==> config.mk <==
export PLATFORM = sky130hd
export DESIGN_NAME = pll_reset_seq
export DESIGN_NICKNAME = d
export VERILOG_FILES = /design/src/rtl/pll_reset_seq.sv
export SDC_FILE = /design/constraint.sdc
export NUM_CORES = 1
export LEC_CHECK = 0
export ABC_AREA = 1
export CAP_MARGIN = 10
export CORE_MARGIN = 4
export CORE_UTILIZATION = 45
export CTS_CLUSTER_SIZE = 24
export DETAILED_ROUTE_END_ITERATION = 12
export HOLD_SLACK_MARGIN = 0.05
export PLACE_DENSITY = 0.74
export SYNTH_ARGS = -nofsm -noshare
export SYNTH_HDL_FRONTEND = slang
export SYNTH_SLANG_ARGS = --single-unit
export TNS_END_PERCENT = 30
==> constraint.sdc <==
create_clock -name clock_in -period 2.15 [get_ports clock_in]
set_input_delay 0.3225 -clock clock_in [delete_from_list [all_inputs] [get_ports clock_in]]
set_output_delay 0.3225 -clock clock_in [all_outputs]
set_load 0.01 [all_outputs]
==> src/rtl/pll_reset_seq.sv <==
// PLL reset sequencer: qualifies a synchronized lock indicator, then releases a
// downstream reset and, after a hold interval, asserts ready. Lock losses are counted.
`timescale 1ns/1ps

module pll_reset_seq #(
  parameter int unsigned SYNC_STAGES = 2,
  parameter int unsigned LOCK_CYCLES = 1024,
  parameter int unsigned HOLD_CYCLES = 16
) (
  input  logic       clock_in,
  input  logic       resetb,
  input  logic       locked,
  output logic       sys_resetb,
  output logic       ready,
  output logic [1:0] state,
  output logic [7:0] lock_loss_count
);

  localparam logic [1:0] StWait = 2'd0;
  localparam logic [1:0] StQual = 2'd1;
  localparam logic [1:0] StHold = 2'd2;
  localparam logic [1:0] StRun  = 2'd3;

  localparam logic [15:0] LockLast = 16'(LOCK_CYCLES - 1);
  localparam logic [15:0] HoldLast = 16'(HOLD_CYCLES - 1);

  // Only the first stage samples the asynchronous lock input.
  logic [SYNC_STAGES-1:0] sync_q;
  logic                   locked_s;

  logic [1:0]  state_q, state_d;
  logic [15:0] cnt_q, cnt_d;
  logic        sys_resetb_q, sys_resetb_d;
  logic        ready_q, ready_d;
  logic [7:0]  loss_cnt_q, loss_cnt_d;
  logic        loss_inc;

  assign locked_s = sync_q[SYNC_STAGES-1];

  always_ff @(posedge clock_in or negedge resetb) begin
    if (!resetb) begin
      sync_q <= '0;
    end else begin
      sync_q <= {sync_q[SYNC_STAGES-2:0], locked};
    end
  end

  // Counter is cleared on every state entry, so it never exceeds the
  // terminal value of the state it is counting in.
  always_comb begin
    state_d  = state_q;
    cnt_d    = cnt_q;
    loss_inc = 1'b0;
    case (state_q)
      StWait: begin
        cnt_d = '0;
        if (locked_s) begin
          state_d = StQual;
        end
      end
      StQual: begin
        if (!locked_s) begin
          state_d = StWait;
          cnt_d   = '0;
        end else if (cnt_q == LockLast) begin
          state_d = StHold;
          cnt_d   = '0;
        end else begin
          cnt_d = cnt_q + 16'd1;
        end
      end
      StHold: begin
        if (!locked_s) begin
          state_d  = StWait;
          cnt_d    = '0;
          loss_inc = 1'b1;
        end else if (cnt_q == HoldLast) begin
          state_d = StRun;
          cnt_d   = '0;
        end else begin
          cnt_d = cnt_q + 16'd1;
        end
      end
      StRun: begin
        cnt_d = '0;
        if (!locked_s) begin
          state_d  = StWait;
          loss_inc = 1'b1;
        end
      end
      default: begin
        state_d = StWait;
        cnt_d   = '0;
      end
    endcase
  end

  // Outputs are registered from the next state so they change on the same
  // edge as the state they belong to.
  always_comb begin
    sys_resetb_d = (state_d == StHold) || (state_d == StRun);
    ready_d      = (state_d == StRun);
    loss_cnt_d   = loss_cnt_q;
    if (loss_inc && (loss_cnt_q != 8'hFF)) begin
      loss_cnt_d = loss_cnt_q + 8'd1;
    end
  end

  always_ff @(posedge clock_in or negedge resetb) begin
    if (!resetb) begin
      state_q      <= StWait;
      cnt_q        <= '0;
      sys_resetb_q <= 1'b0;
      ready_q      <= 1'b0;
      loss_cnt_q   <= '0;
    end else begin
      state_q      <= state_d;
      cnt_q        <= cnt_d;
      sys_resetb_q <= sys_resetb_d;
      ready_q      <= ready_d;
      loss_cnt_q   <= loss_cnt_d;
    end
  end

  assign sys_resetb      = sys_resetb_q;
  assign ready           = ready_q;
  assign state           = state_q;
  assign lock_loss_count = loss_cnt_q;

endmodule

Figure 1. Sequential cells grouped by signal name (run 1).
(8 px per um)
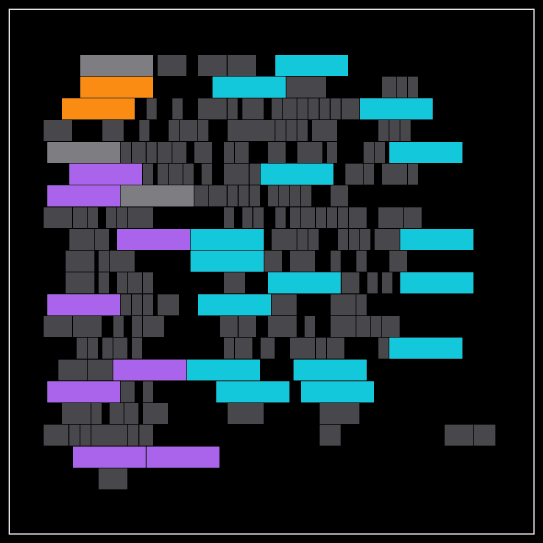
Key: cnt_q = cyan [placed flops 16]; sync_q = orange [placed flops 2]; lock_loss_count = purple [placed flops 8]
Another 3 sequential cells are not colored.

Figure 2. Metal 3 (run 1).
(6 px per um) Cells faint in the background.
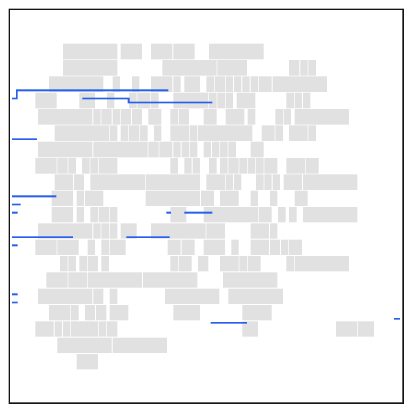
The wires run mostly horizontal. The layer carries 92.0 um of wire. 11 nets have wire on it. The longest straight run is 25.1 um.
final WL: 2700 um
vias: 1121
met3 Resource Use GR: 0.0496

==> flow_summary_export.csv, run 1 <==
group,metric,value,unit
yosys,ys_area,1480,um2
global_routing,grt_overflow_total,0,
sta,holdWs,354,ps
sta,setup_tns,0,ps
setup_path,setup.worst_path.end,"lock_loss_count[7]$_DFFE_PN0P_",
die,chipWidth,65.4,um
power,power.clock.fraction,0.386,
die,dieArea,4280,um2
setup_path,cp_slowest_cell,"dfrtp_1",
clock_tree,cts_resized,0,
setup_path,r2r_end,"lock_loss_count[7]$_DFFE_PN0P_",
detailed_routing,drc_errors,0,
flow_run,warnings,26,
place,hpwl,1930,um
place,placed_cells,229,
setup_path,critPathLaunchType,"flop",
layout,diodes,0,
layout,final_nets,197,
setup_path,crit_buf_inv,1,
setup_path,cp.required,2350,ps
sta,final_hold_viol_count,0,
sta,rsz0062_at_grt,"false",
outcome,status,"finished clean",
setup_path,cp_max_fo,11,
power,comb_cell_power,0.0000536,W
sta,period_used_share,0.813,
setup_path,crit_chain,"ha_1, nand3_1, nor2_1, nand3_1, nand2_1, inv_1, nand2_1, o21ai_0",
place,gp_congestion,0.814,
clock_tree,cts_hold_buf,0,
sta,finalMaxSlewViolations,0,
global_routing,grt_pass1_vias,1152,
power,p_sw_frac,0.237,
setup_path,cp_slowest_stage_delay,410,ps
clock_tree,post-cts-setup-buffers,0,
flow_run,max_cap_violations,0,
sta,tightest_slew,365,ps
yosys,async_flop_share,1.00,
sta,max_freq,572,MHz
layout,fill_cells,286,
clock_tree,cts_tree,"yes",
setup_path,cp-end-kind,"flop",
layout,layout-drive-gt1-share,0.140,
sta,setup_viol,0,
yosys,edf_count,0,
yosys,synthCells,173,
clock_tree,h-tree-depth,2,
yosys,area_leaders,"dfrtp_1, nand2_1, nor2_1, xnor2_1, xor2_1",
clock_tree,cts_root_buf,"clkbuf_4",
die,std_cell_rows,20,
setup_path,reg2reg_slack,400,ps
global_routing,grt_max_degree,30,
detailed_routing,viasPerCell,4.73,
setup_path,cp-startpoint,"lock_loss_count[0]$_DFFE_PN0P_",
yosys,ys_seq_share,0.489,
global_routing,antenna_found_initial,0,
power,internal_power,0.000760,W
detailed_routing,drt_first_pass_iters,4,
clock_tree,cts_buffer_depth,2,
power,ir_drop,412,uV
power,leakagePower,0.802,nW
sta,clock_skew,13.1,ps
die,fp-utilization,0.478,
setup_path,worstPathArrival,1950,ps
yosys,common_cells,"nand2_1, dfrtp_1, nor2_1, inv_1",
yosys,yosys_warnings,0,
yosys,synth-seq-cells,29,
yosys,synth.top_cell.area_share,0.489,
clock_tree,cts_buffers,5,
setup_path,critPathKind,"reg -> reg",
power,maxPowerGroup,"registers",
layout,area_delta_synth_final,16.2,%
yosys,yosysMostFrequentCell,"nand2_1",
yosys,post_synth.cell_area_avg,8.57,um2
yosys,synth_nets,178,
clock_tree,clock_latency,330,ps
power,combPwrFrac,0.054,
place,io_buffers,14,
yosys,ys_types,20,
layout,fin_cells,237,
die,die_y,65.4,um
power,pwr-share-seq,0.560,
yosys,ff_type,"dfrtp_1",
Figure 3. Routing congestion map (run 1).
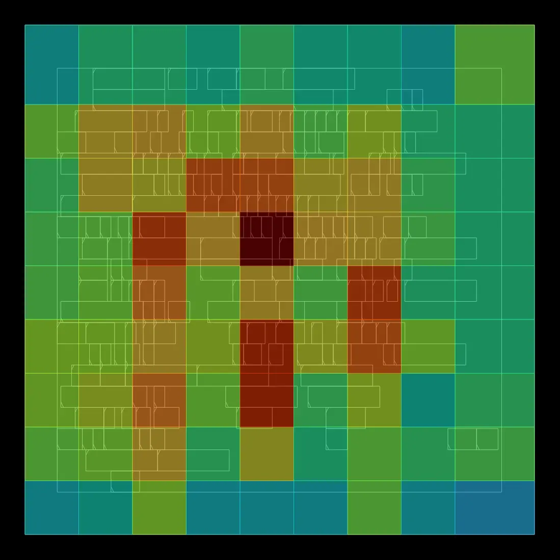
Tot GR Track Use: 0.152
met1 Use GR: 0.173
most used routing layer: met2
final core occ: 0.555

Figure 4. Wiring by layer (run 1).
(8 px per um) Two of the layers only.
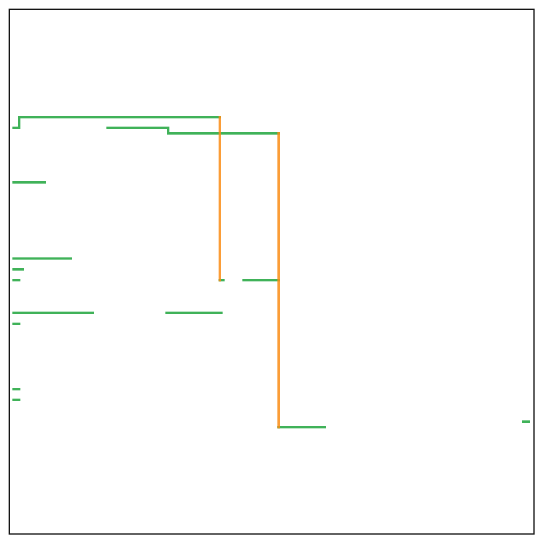
Key: metal 4 = orange [wire length 57.1 um]; metal 3 = green [wire length 92.0 um]
Routed WL per cell: 11.4 um

## run 1: cell usage in the layout, fill, tap and decap left out, drive strengths merged, types with 2 or more instances in the layout
master          n
clkbuf          7
clkdlybuf4s50  14
clkinv          2
dfrtp          29
ha              2
inv            15
nand2          44
nand3          11
nand4           2
nor2           39
o21ai           6
xnor2          10
xor2            8
## run 1: state kept, by name, summed over array words and instances, names as in the netlist
register	flops
lock_loss_count	8
ready	1
sync_q	2
cnt_q	16
state	2
## run 1: area by class of cell
cell class                      count  area [um2]  share of cell area
Clock buffer                        7        65.1              0.0378
Multi-Input combinational cell    125         663               0.385
Timing Repair Buffer               15         148              0.0857
Inverter                           16        61.3              0.0356
Tap cell                           44        55.1              0.0320
Clock inverter                      1        5.00             0.00290
Sequential cell                    29         726               0.421
## run 1: metrics by stage
step / util / setup WS [ps] / cell area (um2)
global placement: 0.533 / 433 / 1650
floorplan: - / 702 / 1480
global route: 0.555 / 203 / 1720
CTS: 0.555 / 358 / 1720
finish: 0.555 / 401 / 1720
detailed placement: 0.533 / 396 / 1650
## run 1: cells by family (layout without fill, tap and decap cells)
| group | count (synthesis) | count (layout) | synth area share |
|---|---|---|---|
| AND/OR/NAND/NOR | 98 | 98 | 0.300 |
| flip-flops | 29 | 29 | 0.489 |
| buffers and inverters | 19 | 39 | 0.0633 |
| XOR/XNOR | 18 | 18 | 0.106 |
| AND-OR/OR-AND | 7 | 7 | 0.0236 |
| adder cells (fa/ha/maj) | 2 | 2 | 0.0169 |
## run 1: per-layer routing
metal / track usage / routed length (um) / up-vias
li1: - / - / 567
met5: 0 / 0 / -
met3: 0.0496 / 91 / 5
met4: 0.0725 / 57 / 0
met1: 0.173 / 1240 / 533
met2: 0.255 / 1320 / 16
## Run 2: what changed since run 1
--- a/config.mk
+++ b/config.mk
@@ -12,7 +12,7 @@
 export CTS_CLUSTER_SIZE = 24
 export DETAILED_ROUTE_END_ITERATION = 12
 export HOLD_SLACK_MARGIN = 0.05
-export PLACE_DENSITY = 0.74
+export PLACE_DENSITY = 0.77
 export SYNTH_ARGS = -nofsm -noshare
 export SYNTH_HDL_FRONTEND = slang
 export SYNTH_SLANG_ARGS = --single-unit
==> constraint.sdc (replaced) <==
create_clock -name clock_in -period 1.5 [get_ports clock_in]
set_input_delay 0.225 -clock clock_in [delete_from_list [all_inputs] [get_ports clock_in]]
set_output_delay 0.225 -clock clock_in [all_outputs]
set_load 0.01 [all_outputs]
==> flow_summary_export.csv, run 2 <==
group,metric,value,unit
layout,final-nonclk-buf-share,0.133,
sta,tightest_slew,373,ps
yosys,ys_seq_share,0.489,
layout,most-common-layout-cells,"nand2_1, dfrtp_1, nor2_1",
yosys,ys_area,1480,um2
setup_path,cp_slowest_stage_delay,540,ps
sta,finalMaxSlewViolations,0,
yosys,synth-seq-cells,29,
yosys,synthCells,173,
power,maxPowerGroup,"registers",
sta,final_hold_viol_count,0,
layout,comb_share,0.372,
setup_path,cp.required,1270,ps
sta,setup_tns,0,ps
yosys,edf_count,0,
yosys,yosysMostFrequentCell,"nand2_1",
place,hpwl,1910,um
sta,max_freq,692,MHz
layout,final_nets,210,
outcome,status,"finished clean",
yosys,async_flop_share,1.00,
global_routing,grt_overflow_total,0,
layout,inverters,16,
power,pwr-share-seq,0.516,
power,power.clock.fraction,0.428,
setup_path,crit_buf_inv,1,
power,internal_power,0.00122,W
place,place_area,1710,um2
setup_path,cp_max_fo,2,
layout,logic_gates,125,
sta,clock_skew,10.2,ps
layout,largestClassByArea,"flip-flops and latches",
detailed_routing,viasPerCell,4.78,
setup_path,critPathKind,"reg -> out",
place,gp_congestion,0.867,
clock_tree,cts_root_buf,"clkbuf_4",
global_routing,grt_max_degree,30,
setup_path,cp_slowest_cell,"clkdlybuf4s50_1",
detailed_routing,drt_first_pass_iters,4,
layout,logic_area,703,um2
layout,signal_buffers,28,
place,io_buffers,14,
yosys,post_synth.cell_area_avg,8.57,um2
layout,lay_top_count,"nand2_1",
layout,diodes,0,
layout,design_area,1890,um2
layout,fin_cells,250,
## run 2: cell counts after synthesis
No cell type changed its count.
## run 2: timing repair
item | 4_1_cts | 5_1_grt
gates resized | 6 | 16
hold buffers | 0 | 0
setup endpoints to repair | 24 | 26
pin swaps | 0 | 1
buffers inserted | 4 | 1
cloned | 0 | 0
## run 2: routing by layer
metal | global-route usage | vias to the layer above | routed length, um
li1 | - | 599 | -
met1 | 0.199 | 564 | 1380
met2 | 0.233 | 27 | 1270
met3 | 0.0444 | 4 | 144
met4 | 0.0751 | 0 | 28
met5 | 0 | - | 0
## run 2: worst max-delay path by stage
stage,from,endpoint,slack [ps],depth (start not counted)
global placement,cnt_q[0]$_DFF_PN0_,cnt_q[10]$_DFF_PN0_,20,8
global route,cnt_q[1]$_DFF_PN0_,cnt_q[10]$_DFF_PN0_,-30,8
CTS,lock_loss_count[7]$_DFFE_PN0P_,lock_loss_count[7],0.08,1
floorplan,cnt_q[0]$_DFF_PN0_,cnt_q[9]$_DFF_PN0_,50,9
finish,lock_loss_count[6]$_DFFE_PN0P_,lock_loss_count[6],50,1
detailed placement,cnt_q[0]$_DFF_PN0_,cnt_q[10]$_DFF_PN0_,-20,8
## run 2: logic make-up (layout without fill, tap and decap cells)
group | after synthesis | in the layout | share of synthesized area
buffers and inverters | 19 | 52 | 0.0633
AND-OR/OR-AND | 7 | 7 | 0.0236
AND/OR/NAND/NOR | 98 | 98 | 0.300
XOR/XNOR | 18 | 18 | 0.106
flip-flops | 29 | 29 | 0.489
adder cells (fa/ha/maj) | 2 | 2 | 0.0169
## run 2: through the flow
step	hold slack, ps	total power (W)	setup slack, ps
detailed placement	336	0.000899	-22.2
CTS	288	0.00157	0.0794
global route	300	0.00161	-30.7
global placement	341	0.000897	22.7
finish	283	0.00155	54.8
floorplan	-70.6	0.000866	52.2
Figure 5. Signal wires on met1 (run 2).
(8 px per um) Supply wires on this layer in gray. Cells faint in the background.
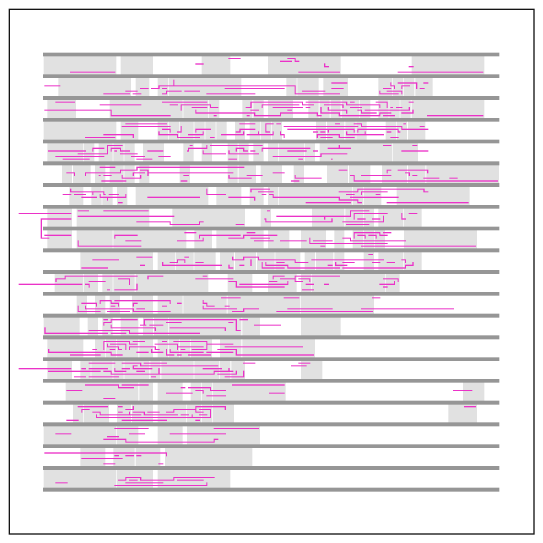
The wires run mostly horizontal. The layer holds 49% of the routed length. The layer carries 1380 um of wire.
final WL: 2820 um
met1 Use GR: 0.199
vias: 1194

Figure 6. Routing congestion map (run 2).
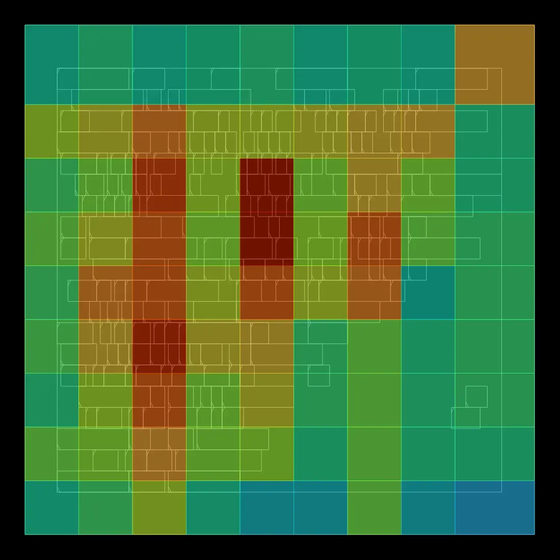
met2 GRT Util: 0.233
final core occ: 0.608
met3 Resource Use GR: 0.0444
Tot GR Track Use: 0.153
Routed WL per cell: 11.3 um

Figure 7. Metal 3 (run 2).
(6 px per um) Cells faint in the background.
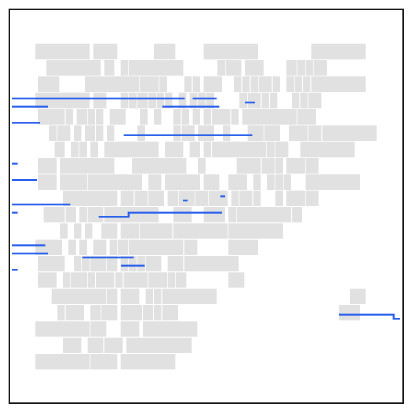
The layer holds 5.1% of the routed length. The layer carries 144 um of wire. 17 nets have wire on it. The longest straight run is 28.5 um. The wires run mostly horizontal.

## Run 3: what changed since run 2
--- a/config.mk
+++ b/config.mk
@@ -11,6 +11,7 @@
 export CORE_UTILIZATION = 45
 export CTS_CLUSTER_SIZE = 24
 export DETAILED_ROUTE_END_ITERATION = 12
+export GPL_TIMING_DRIVEN = 0
 export HOLD_SLACK_MARGIN = 0.05
 export PLACE_DENSITY = 0.77
 export SYNTH_ARGS = -nofsm -noshare
==> flow_summary_export.csv, run 3 <==
group,metric,value,unit
sta,layout_setup_ws,85.0,ps
power,leakagePower,0.951,nW
clock_tree,cts_buffer_depth,2,
detailed_routing,vias,1168,
layout,top_register,"cnt_q",
layout,area_delta_synth_final,24.6,%
yosys,synth_nets,178,
setup_path,r2r_end,"cnt_q[9]$_DFF_PN0_",
sta,tightest_slew,698,ps
clock_tree,cts_tree,"yes",
die,fp-utilization,0.478,
yosys,common_cells,"nand2_1, dfrtp_1, nor2_1, inv_1",
global_routing,grt_max_degree,17,
setup_path,cp.required,1720,ps
layout,largest_reg_flops,16,
detailed_routing,viasPerCell,4.73,
die,dieArea,4280,um2
yosys,logic_family,"simple AND/OR/NAND/NOR gates",
clock_tree,cts_root_buf,"clkbuf_4",
setup_path,critPathKind,"reg -> reg",
yosys,area_leaders,"dfrtp_1, nand2_1, nor2_1, xnor2_1, xor2_1",
flow_run,warnings,27,
place,gp_congestion,0.799,
sta,rsz0062_at_grt,"true",
setup_path,cp-startpoint,"cnt_q[1]$_DFF_PN0_",
global_routing,grt_overflow_total,0,
sta,max_freq,707,MHz
yosys,ys_seq_share,0.489,
sta,holdWs,312,ps
outcome,status,"finished clean",
sta,setup_tns,0,ps
power,power.total,0.00135,W
yosys,synth.top_cell.area_share,0.489,
place,io_buffers,14,
sta,clock_skew,3.08,ps
yosys,ys_types,20,
setup_path,critPathLaunchType,"flop",
yosys,edf_count,0,
sta,finalMaxSlewViolations,0,
yosys,xor_share,0.106,
place,hpwl,1870,um
clock_tree,h-tree-depth,2,
sta,setup_viol,0,
flow_run,max_cap_violations,0,
detailed_routing,wl_per_cell,11.3,um
yosys,synthMuxAreaShare,0,
yosys,compound_area_frac,0.0236,
yosys,yosysMostFrequentCell,"nand2_1",
layout,lay_top_count,"nand2_1",
yosys,synthCells,173,
global_routing,antenna_found_initial,0,
place,pre_cts_ws,-113,ps
yosys,synth-seq-cells,29,
setup_path,worstPathArrival,1630,ps
yosys,ys_area,1480,um2
setup_path,cp_max_fo,7,
setup_path,reg2reg_slack,80,ps
yosys,post_synth.cell_area_avg,8.57,um2
yosys,ys_sh_adder,0.0169,
yosys,yosys_warnings,0,
detailed_routing,wirelength,2800,um
layout,fin_cells,247,
layout,most-common-layout-cells,"nand2_1, dfrtp_1, nor2_1",
place,placed_cells,232,
detailed_routing,drt_first_pass_iters,5,
power,ir_drop,443,uV
die,chipWidth,65.4,um
die,std_cell_rows,20,
global_routing,grt_pass1_vias,1160,
yosys,ff_type,"dfrtp_1",
clock_tree,cts_buffers,5,
layout,layout-drive-gt1-share,0.212,
-- run 3: cell counts after synthesis --
No cell type changed its count.
-- run 3: worst max-delay path: stages (launching register included) --
cell and delay [ps]:
dfrtp_1 400, ha_4 170, nand3_4 110, nor3_4 180, nand2_2 90, nand2_2 100, nand2_4 100, inv_6 110
nor2_2 40
-- run 3: per-layer routing --
metal / track usage / up-vias / wire [um]
li1: - / 590 / -
met1: 0.173 / 553 / 1290
met2: 0.249 / 18 / 1340
met3: 0.0376 / 7 / 109
met4: 0.0751 / 0 / 60
met5: 0 / - / 0
-- run 3: cell type report --
cell class                 instances  area, um2
tap                               44       55.1
clock buffer                       6       41.3
timing repair buffer              22        220
multi-input combinational        125        703
clock inverter                     2       10.0
inverter                          16       67.6
timing repair inverter             1       8.76
fill                             292       1260
sequential                        29        726
buffer                             2       15.0
-- run 3: worst max-delay path by stage --
stage	end	slack, ps	depth (start not counted)
6_report	cnt_q[9]$_DFF_PN0_	80	8
5_1_grt	cnt_q[3]$_DFF_PN0_	-10	8
4_1_cts	lock_loss_count[7]	4	1
3_5_place_dp	cnt_q[9]$_DFF_PN0_	-110	9
3_3_place_gp	state[0]$_DFF_PN0_	-290	1
2_1_floorplan	cnt_q[9]$_DFF_PN0_	50	9
-- run 3: power by group --
part	internal (W)	leakage [nW]	total (W)	switching, W
Clock	0.000178	0.0320	0.000444	0.000266
Combinational	0.0000409	0.521	0.000104	0.0000634
Sequential	0.000792	0.398	0.000801	0.00000878
Total	0.00101	0.951	0.00135	0.000338
-- run 3: timing repair --
action                                  in CTS  in global routing
hold buffers                                 0                  0
pin swaps                                    2                  1
setup buffers                                4                  3
endpoints found under the setup margin      24                 28
gates resized                               12                 13
gates cloned                                 0                  1
Figure 8. Sequential cells grouped by signal name (run 3).
(8 px per um)
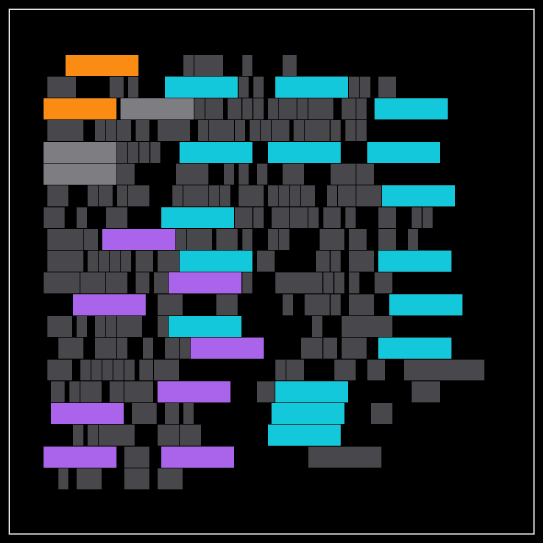
Key: sync_q = orange [placed flops 2]; lock_loss_count = purple [placed flops 8]; cnt_q = cyan [placed flops 16]
Another 3 sequential cells are not colored.

Figure 9. Routing congestion map (run 3).
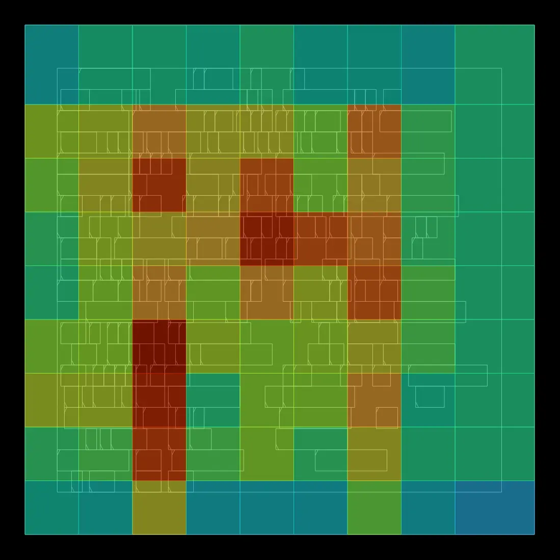
Tot GR Track Use: 0.148
met2 GRT Util: 0.249
met1 Use GR: 0.173

Figure 10. Signal wires on met1 (run 3).
(8 px per um) Supply wires on this layer in gray. Cells faint in the background.
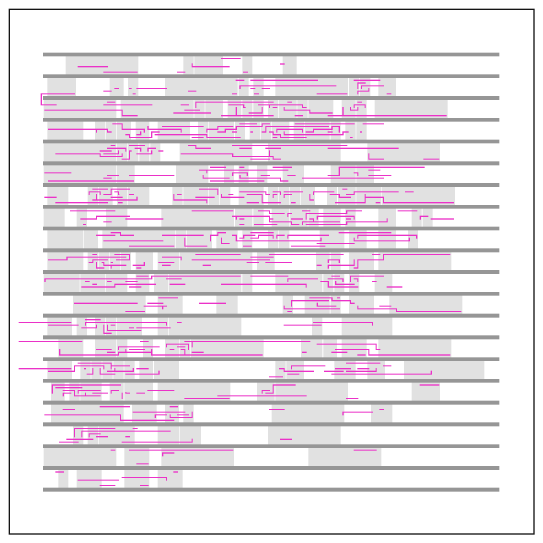
The layer holds 46% of the routed length. 187 nets have wire on it.

Power figures rest on the tool's default switching activity, not on a simulated workload.
